==> config.mk <==
export PLATFORM = sky130hd
export DESIGN_NAME = logic_gate_tester
export DESIGN_NICKNAME = d
export VERILOG_FILES = /design/src/rtl/gate_tester_pkg.sv /design/src/rtl/gate_ref_model.sv /design/src/rtl/logic_gate_tester.sv
export SDC_FILE = /design/constraint.sdc
export NUM_CORES = 1
export LEC_CHECK = 0
export CAP_MARGIN = 5
export CORE_MARGIN = 8
export CORE_UTILIZATION = 55
export DETAILED_ROUTE_END_ITERATION = 10
export HOLD_SLACK_MARGIN = 0.12
export PLACE_DENSITY = 0.82
export SLEW_MARGIN = 10
export SYNTH_ARGS = -nofsm -noshare
export SYNTH_HDL_FRONTEND = slang
export SYNTH_HIERARCHICAL = 1
export SYNTH_SLANG_ARGS = --single-unit
==> constraint.sdc <==
create_clock -name clk -period 6.5 [get_ports clk]
set_input_delay 0.65 -clock clk [delete_from_list [all_inputs] [get_ports clk]]
set_output_delay 0.65 -clock clk [all_outputs]
set_load 0.03 [all_outputs]
==> src/rtl/gate_tester_pkg.sv <==
`default_nettype none
// ============================================================================
// Module      : gate_tester_pkg
// Description : Shared definitions for the 2-input logic gate tester:
//               gate function encodings, FSM state encoding, vector count
//               and a gate_sel legality helper.
// Revision    : 1.0 - initial release
// ============================================================================
package gate_tester_pkg;

    // Gate function encodings carried on gate_sel (6 and 7 are illegal)
    localparam logic [2:0] GATE_AND  = 3'd0;
    localparam logic [2:0] GATE_OR   = 3'd1;
    localparam logic [2:0] GATE_NAND = 3'd2;
    localparam logic [2:0] GATE_NOR  = 3'd3;
    localparam logic [2:0] GATE_XOR  = 3'd4;
    localparam logic [2:0] GATE_XNOR = 3'd5;

    // Exhaustive test of a 2-input gate
    localparam int NUM_VECTORS = 4;

    typedef enum logic [1:0] {
        ST_IDLE   = 2'd0,
        ST_DRIVE  = 2'd1,
        ST_CHECK  = 2'd2,
        ST_FINISH = 2'd3
    } state_t;

    function automatic logic gate_sel_legal(input logic [2:0] sel);
        return (sel <= GATE_XNOR);
    endfunction

endpackage : gate_tester_pkg
`default_nettype wire

==> src/rtl/gate_ref_model.sv <==
`default_nettype none
// ============================================================================
// Module      : gate_ref_model
// Description : Combinational reference gate. Produces the value a correct
//               gate of the selected function would output for (a, b).
// Ports       : gate_sel - gate function (gate_tester_pkg encodings)
//               a, b     - operands currently driven to the gate under test
//               expected - reference output (0 for illegal selections)
// Revision    : 1.0 - initial release
// ============================================================================
module gate_ref_model
    import gate_tester_pkg::*;
(
    input  logic [2:0] gate_sel,
    input  logic       a,
    input  logic       b,
    output logic       expected
);

    always_comb begin
        expected = 1'b0;
        case (gate_sel)
            GATE_AND:  expected =   a & b;
            GATE_OR:   expected =   a | b;
            GATE_NAND: expected = ~(a & b);
            GATE_NOR:  expected = ~(a | b);
            GATE_XOR:  expected =   a ^ b;
            GATE_XNOR: expected = ~(a ^ b);
            default:   expected = 1'b0;
        endcase
    end

endmodule : gate_ref_model
`default_nettype wire

==> src/rtl/logic_gate_tester.sv <==
`default_nettype none
// ============================================================================
// Module      : logic_gate_tester
// Description : Exhaustively exercises an external 2-input gate. Each vector
//               {a,b} = 0..3 is held HOLD_CYCLES cycles to settle, then one
//               CHECK cycle compares y against the reference gate.
// Ports       : clk, rst          - clock, synchronous active-high reset
//               start, gate_sel   - run request and expected gate function
//               a, b / y          - stimulus to / response from gate under test
//               busy, done, pass  - run status and result
//               err_count, err_vec- mismatch count and per-vector flags
//               sel_err           - captured gate_sel was illegal
// Revision    : 1.0 - initial release
// ============================================================================
module logic_gate_tester
    import gate_tester_pkg::*;
#(
    parameter int HOLD_CYCLES = 3
) (
    input  logic       clk,
    input  logic       rst,
    input  logic       start,
    input  logic [2:0] gate_sel,
    output logic       a,
    output logic       b,
    input  logic       y,
    output logic       busy,
    output logic       done,
    output logic       pass,
    output logic [2:0] err_count,
    output logic [3:0] err_vec,
    output logic       sel_err
);

    localparam logic [3:0] c_HOLD_LAST = 4'(HOLD_CYCLES - 1);
    localparam logic [1:0] c_LAST_VEC  = 2'(NUM_VECTORS - 1);

    state_t     r_state;
    logic [3:0] r_hold_cnt;
    logic [1:0] r_vec;
    logic [2:0] r_gate_sel;
    logic       r_a;
    logic       r_b;
    logic       r_busy;
    logic       r_done;
    logic       r_pass;
    logic [2:0] r_err_count;
    logic [3:0] r_err_vec;
    logic       r_sel_err;

    logic       w_expected;
    logic       w_mismatch;
    logic [2:0] w_err_count_next;
    logic [3:0] w_err_vec_next;

    gate_ref_model u_ref (
        .gate_sel (r_gate_sel),
        .a        (r_a),
        .b        (r_b),
        .expected (w_expected)
    );

    // Error bookkeeping as it will stand after the current CHECK cycle; the
    // final pass verdict must include the last vector's result.
    always_comb begin
        w_mismatch       = (y != w_expected);
        w_err_count_next = r_err_count + {2'b00, w_mismatch};
        w_err_vec_next   = r_err_vec | (w_mismatch ? (4'b0001 << r_vec) : 4'b0000);
    end

    always_ff @(posedge clk) begin
        if (rst) begin
            r_state     <= ST_IDLE;
            r_hold_cnt  <= 4'd0;
            r_vec       <= 2'd0;
            r_gate_sel  <= 3'd0;
            r_a         <= 1'b0;
            r_b         <= 1'b0;
            r_busy      <= 1'b0;
            r_done      <= 1'b0;
            r_pass      <= 1'b0;
            r_err_count <= 3'd0;
            r_err_vec   <= 4'd0;
            r_sel_err   <= 1'b0;
        end else begin
            r_done <= 1'b0;
            case (r_state)
                ST_IDLE: begin
                    if (start) begin
                        r_gate_sel  <= gate_sel;
                        r_pass      <= 1'b0;
                        r_err_count <= 3'd0;
                        r_err_vec   <= 4'd0;
                        if (gate_sel_legal(gate_sel)) begin
                            r_state    <= ST_DRIVE;
                            r_vec      <= 2'd0;
                            r_hold_cnt <= 4'd0;
                            r_a        <= 1'b0;
                            r_b        <= 1'b0;
                            r_busy     <= 1'b1;
                            r_sel_err  <= 1'b0;
                        end else begin
                            r_state   <= ST_FINISH;
                            r_sel_err <= 1'b1;
                            r_done    <= 1'b1;
                        end
                    end
                end

                ST_DRIVE: begin
                    if (r_hold_cnt == c_HOLD_LAST) begin
                        r_state <= ST_CHECK;
                    end else begin
                        r_hold_cnt <= r_hold_cnt + 4'd1;
                    end
                end

                ST_CHECK: begin
                    r_err_count <= w_err_count_next;
                    r_err_vec   <= w_err_vec_next;
                    if (r_vec == c_LAST_VEC) begin
                        r_state <= ST_FINISH;
                        r_busy  <= 1'b0;
                        r_done  <= 1'b1;
                        r_a     <= 1'b0;
                        r_b     <= 1'b0;
                        r_pass  <= (w_err_count_next == 3'd0) && !r_sel_err;
                    end else begin
                        r_state      <= ST_DRIVE;
                        r_vec        <= r_vec + 2'd1;
                        {r_a, r_b}   <= r_vec + 2'd1;
                        r_hold_cnt   <= 4'd0;
                    end
                end

                ST_FINISH: begin
                    r_state <= ST_IDLE;
                end

                default: begin
                    r_state <= ST_IDLE;
                end
            endcase
        end
    end

    assign a         = r_a;
    assign b         = r_b;
    assign busy      = r_busy;
    assign done      = r_done;
    assign pass      = r_pass;
    assign err_count = r_err_count;
    assign err_vec   = r_err_vec;
    assign sel_err   = r_sel_err;

endmodule : logic_gate_tester
`default_nettype wire

run_1/flops_by_reg.png
Drawn at 6 px/um. Other sequential cells in the stronger gray, the rest of the logic in the fainter gray.
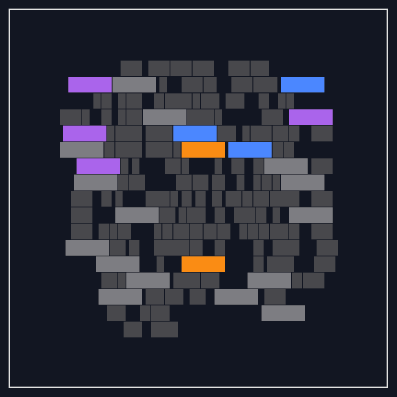
| color | signal | sequential cells |
|---|---|---|
| orange | r_state | 2 |
| purple | err_vec | 4 |
| blue | r_gate_sel | 3 |
FF/Latch Area: 480 um^2
final core utilization: 0.663
sequential-cell power consumption: 163 uW
fraction of standard cell area that is sequential: 0.337

run_1/placement_by_type.png
Drawn at 8 px/um.
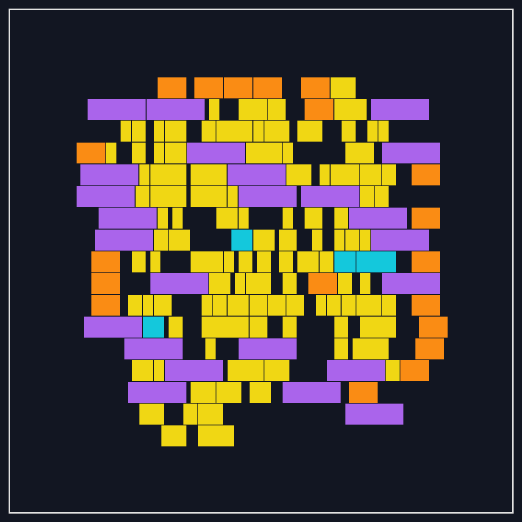
| color | class | cells |
|---|---|---|
| orange | other buffers and delay cells | 19 |
| cyan | clock drivers and dummy loads | 4 |
| yellow | combinational and other logic | 104 |
| purple | flops | 24 |
area of the core: 0.00215 mm^2
Std-Cell Rows: 17

run_1/sizes.png
Drawn at 6 px/um.
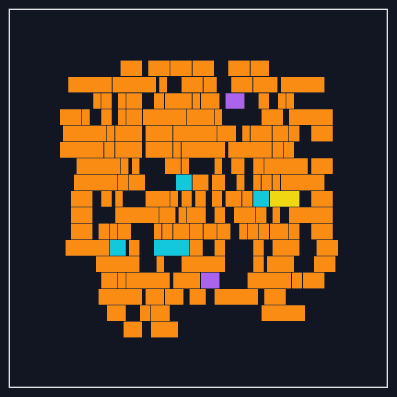
| color | size | cells | share |
|---|---|---|---|
| purple | _2 cells | 2 | 1.3% |
| cyan | _3 and _4 cells | 4 | 2.6% |
| yellow | _6 and larger | 1 | 0.66% |
| orange | _0 and _1 cells | 144 | 95% |
Finished Cell Area: 0.00142 mm^2
synthesis-to-finish area growth: 18.4%
number of buffers other than clock buffers in the final layout: 19
Final Worst Setup Slack: 4000 ps

==> run summary, run 1 <==
yosys + openroad results -> maximum number of pins on one net before global-route repair 28, total power divided by cell area ~210 mW/mm^2, CP startpoint b, nets 169, clk sink count 24, GR met1 Demand/Resource 0.152, die boundary width 62.8 um, routed len/inst 14.5 um, number of iterations in the first detailed-routing pass 4, Inverters, non-clock 5, fraction of layout cells with a size suffix above 1 0.0464, combined buffer and inverter count along the critical path 1, peak ir drop on the vdd network 0.000182 V, final number of hold-violating endpoints 0, Slew Limit Fails 0, fraction of registers with async set/reset 0, Adder-Cell Fraction of Synth Area 0.104, fill cell instance count of the final layout 185, post-CTS repair timing setup buffer count 0, cell chain of the critical path inv_1 -> ha_1 -> xnor2_1 -> a21oi_1 -> mux2_1 -> xor2_1 -> ha_1 -> ha_1 -> nor3_1 -> nand3_1 -> a21oi_1, top layer used by detailed routing met4, net switching share of the total power 0.291, multi-input logic portion of the cell area 0.466, remaining number of nets flagged by the antenna check after routing 0, starting DRC count in detailed routing 50, total gr overflow 0, Max stage delay on crit path 400 ps, crit path kind register to register, number of vias per cell 5.65, I/O Pins 20, power spent charging and discharging nets 88.2 uW, final RePlAce weighted congestion between 0.8 and 0.9, cell taking the most area after synthesis sky130_fd_sc_hd__dfxtp_1, Layout Skew 5.37 ps, post-layout minimum cycle time 2500 ps, total number of cells along the worst setup path 11, Synth top area share 0.400, post-synth area from yosys stat 0.00120 mm^2, status finished clean, number of global-route vias before repair 1005, hold-fix buffer count after cts 0, Synth cell types 35
--- run 2 (diff from run 1) ---
Settings changed: CORE_UTILIZATION 55 to 51, PLACE_DENSITY 0.82 to 0.77.
Clock period 6.5 ns to 2.5 ns, I/O delays scaled along.
run_2/placement.png
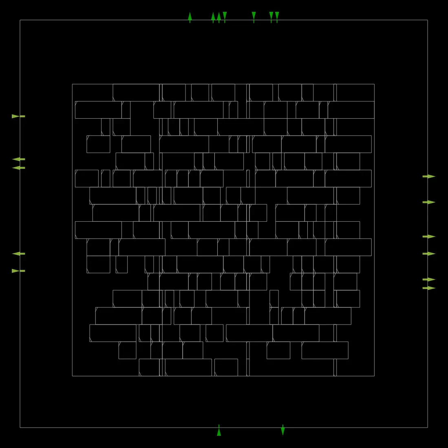
Layout Cells excl Fill: 181
tapcells inserted: 28
area of the core: 0.00221 mm^2

==> run summary, run 2 <==
yosys + openroad results -> status finished clean (unchanged), Max stage delay on crit path 380 ps (was 400 ps), Std-Cell Rows 17 (unchanged), total gr overflow 0 (unchanged), net switching share of the total power 0.294 (was 0.291), total number of cells along the worst setup path 11 (unchanged), nets 171 (was 169), fraction of registers with async set/reset 0 (unchanged), hold-fix buffer count after cts 0 (unchanged), post-CTS repair timing setup buffer count 0 (unchanged), routed len/inst 13.4 um (was 14.5 um), cell taking the most area after synthesis sky130_fd_sc_hd__dfxtp_1 (unchanged), Inverters, non-clock 5 (unchanged), Adder-Cell Fraction of Synth Area 0.104 (unchanged), total power divided by cell area 550 mW/mm^2 (was 213 mW/mm^2), number of iterations in the first detailed-routing pass 4 (unchanged), sequential-cell power consumption 423 uW (was 163 uW), power spent charging and discharging nets 236 uW (was 88.2 uW), Synth cell types 35 (unchanged), die boundary width 64.6 um (was 62.8 um), CP startpoint a (was b), number of vias per cell 5.43 (was 5.65), maximum number of pins on one net before global-route repair 15 (was 28), fraction of standard cell area that is sequential 0.331 (was 0.337), fraction of layout cells with a size suffix above 1 0.0915 (was 0.0464), crit path kind register to register (unchanged), top layer used by detailed routing met4 (unchanged), starting DRC count in detailed routing 53 (was 50), final core utilization 0.659 (was 0.663), remaining number of nets flagged by the antenna check after routing 0 (unchanged), I/O Pins 20 (unchanged), Slew Limit Fails 0 (unchanged), Synth top area share 0.400 (unchanged), final number of hold-violating endpoints 0 (unchanged), FF/Latch Area 483 um^2 (was 480 um^2), peak ir drop on the vdd network 0.000414 V (was 0.000182 V), GR met1 Demand/Resource 0.143 (was 0.152), Final Worst Setup Slack 94.7 ps (was 4000 ps), multi-input logic portion of the cell area 0.466 (about the same), post-layout minimum cycle time 2410 ps (was 2500 ps), number of global-route vias before repair 982 (was 1005), final RePlAce weighted congestion 0.851 (was 0.840), Finished Cell Area 0.00146 mm^2 (was 0.00142 mm^2), post-synth area from yosys stat 0.00120 mm^2 (unchanged)
run_2/layer_met3.png
Drawn at 4 px/um. Cells faint in the background.
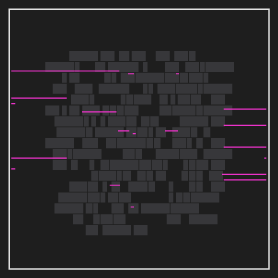
longest straight run: 26.7 um
main direction: horizontal
wire length on this layer: 126 um
nets with wire on the layer: 15
share of all routed wire: 5.2%
overall via count from detail_route: 983
met3 global-route usage: 0.0378
final wirelength: 2.43 mm

--- run 3 (diff from run 2) ---
Settings changed: ABC_CLOCK_PERIOD_IN_PS set to 2500, CAP_MARGIN 5 to 40.
run_3/flops_by_reg.png
Drawn at 6 px/um. Other sequential cells in the stronger gray, the rest of the logic in the fainter gray.
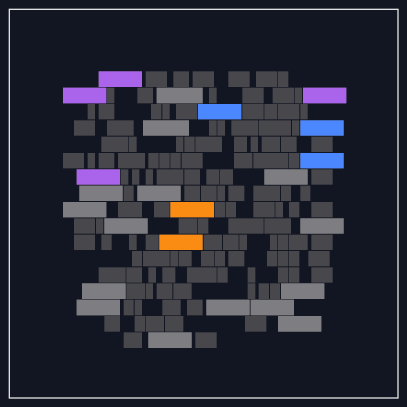
| color | signal | sequential cells |
|---|---|---|
| purple | err_vec | 4 |
| blue | r_gate_sel | 3 |
| orange | r_state | 2 |
not colored: 15
fraction of standard cell area that is sequential: 0.331
sequential-cell power consumption: 423 uW

==> run summary, run 3 <==
yosys + openroad results -> power spent charging and discharging nets 236 uW (unchanged), FF/Latch Area 483 um^2 (unchanged), fill cell instance count of the final layout 194 (unchanged), crit path kind register to register (unchanged), starting DRC count in detailed routing 53 (unchanged), I/O Pins 20 (unchanged), overall via count from detail_route 983 (unchanged), synthesis-to-finish area growth 21.2% (unchanged), Synth top area share 0.400 (unchanged), peak ir drop on the vdd network 0.000414 V (unchanged), remaining number of nets flagged by the antenna check after routing 0 (unchanged), cell taking the most area after synthesis sky130_fd_sc_hd__dfxtp_1 (unchanged), cell chain of the critical path inv_1 -> ha_1 -> xnor2_1 -> a21oi_1 -> mux2_4 -> xor2_2 -> ha_1 -> ha_1 -> nor3_2 -> nand3_1 -> a21oi_1 (unchanged), number of buffers other than clock buffers in the final layout 21 (unchanged), area of the core 0.00221 mm^2 (unchanged), routed len/inst 13.4 um (unchanged), Inverters, non-clock 5 (unchanged), multi-input logic portion of the cell area 0.466 (unchanged), maximum number of pins on one net before global-route repair 15 (unchanged), final core utilization 0.659 (unchanged), final number of hold-violating endpoints 0 (unchanged), combined buffer and inverter count along the critical path 1 (unchanged), post-layout minimum cycle time 2410 ps (unchanged), final RePlAce weighted congestion 0.851 (unchanged), die boundary width 64.6 um (unchanged), final wirelength 2.43 mm (unchanged), fraction of registers with async set/reset 0 (unchanged), CP startpoint a (unchanged), Synth cell types 35 (unchanged), Std-Cell Rows 17 (unchanged), Layout Skew 6.27 ps (unchanged), top layer used by detailed routing met4 (unchanged), total power divided by cell area 550 mW/mm^2 (unchanged), total gr overflow 0 (unchanged), net switching share of the total power 0.294 (unchanged), nets 171 (unchanged), status finished clean (unchanged), total number of cells along the worst setup path 11 (unchanged), number of vias per cell 5.43 (unchanged), hold-fix buffer count after cts 0 (unchanged), Max stage delay on crit path 380 ps (about the same), Layout Cells excl Fill 181 (unchanged), Final Worst Setup Slack 94.7 ps (unchanged), number of iterations in the first detailed-routing pass 4 (unchanged), post-CTS repair timing setup buffer count 0 (unchanged)
run_3/sizes.png
Drawn at 6 px/um.
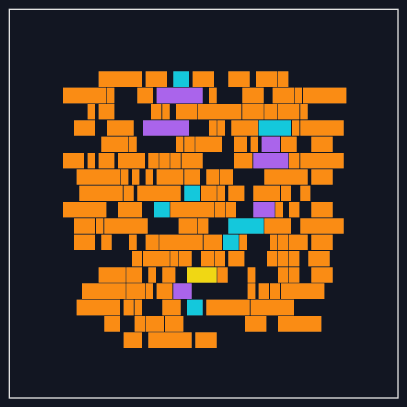
| color | size | cells | share |
|---|---|---|---|
| yellow | _6 and larger | 1 | 0.65% |
| orange | _0 and _1 cells | 139 | 91% |
| purple | _2 cells | 6 | 3.9% |
| cyan | _3 and _4 cells | 7 | 4.6% |

Power is estimated from default activity; no workload was simulated.
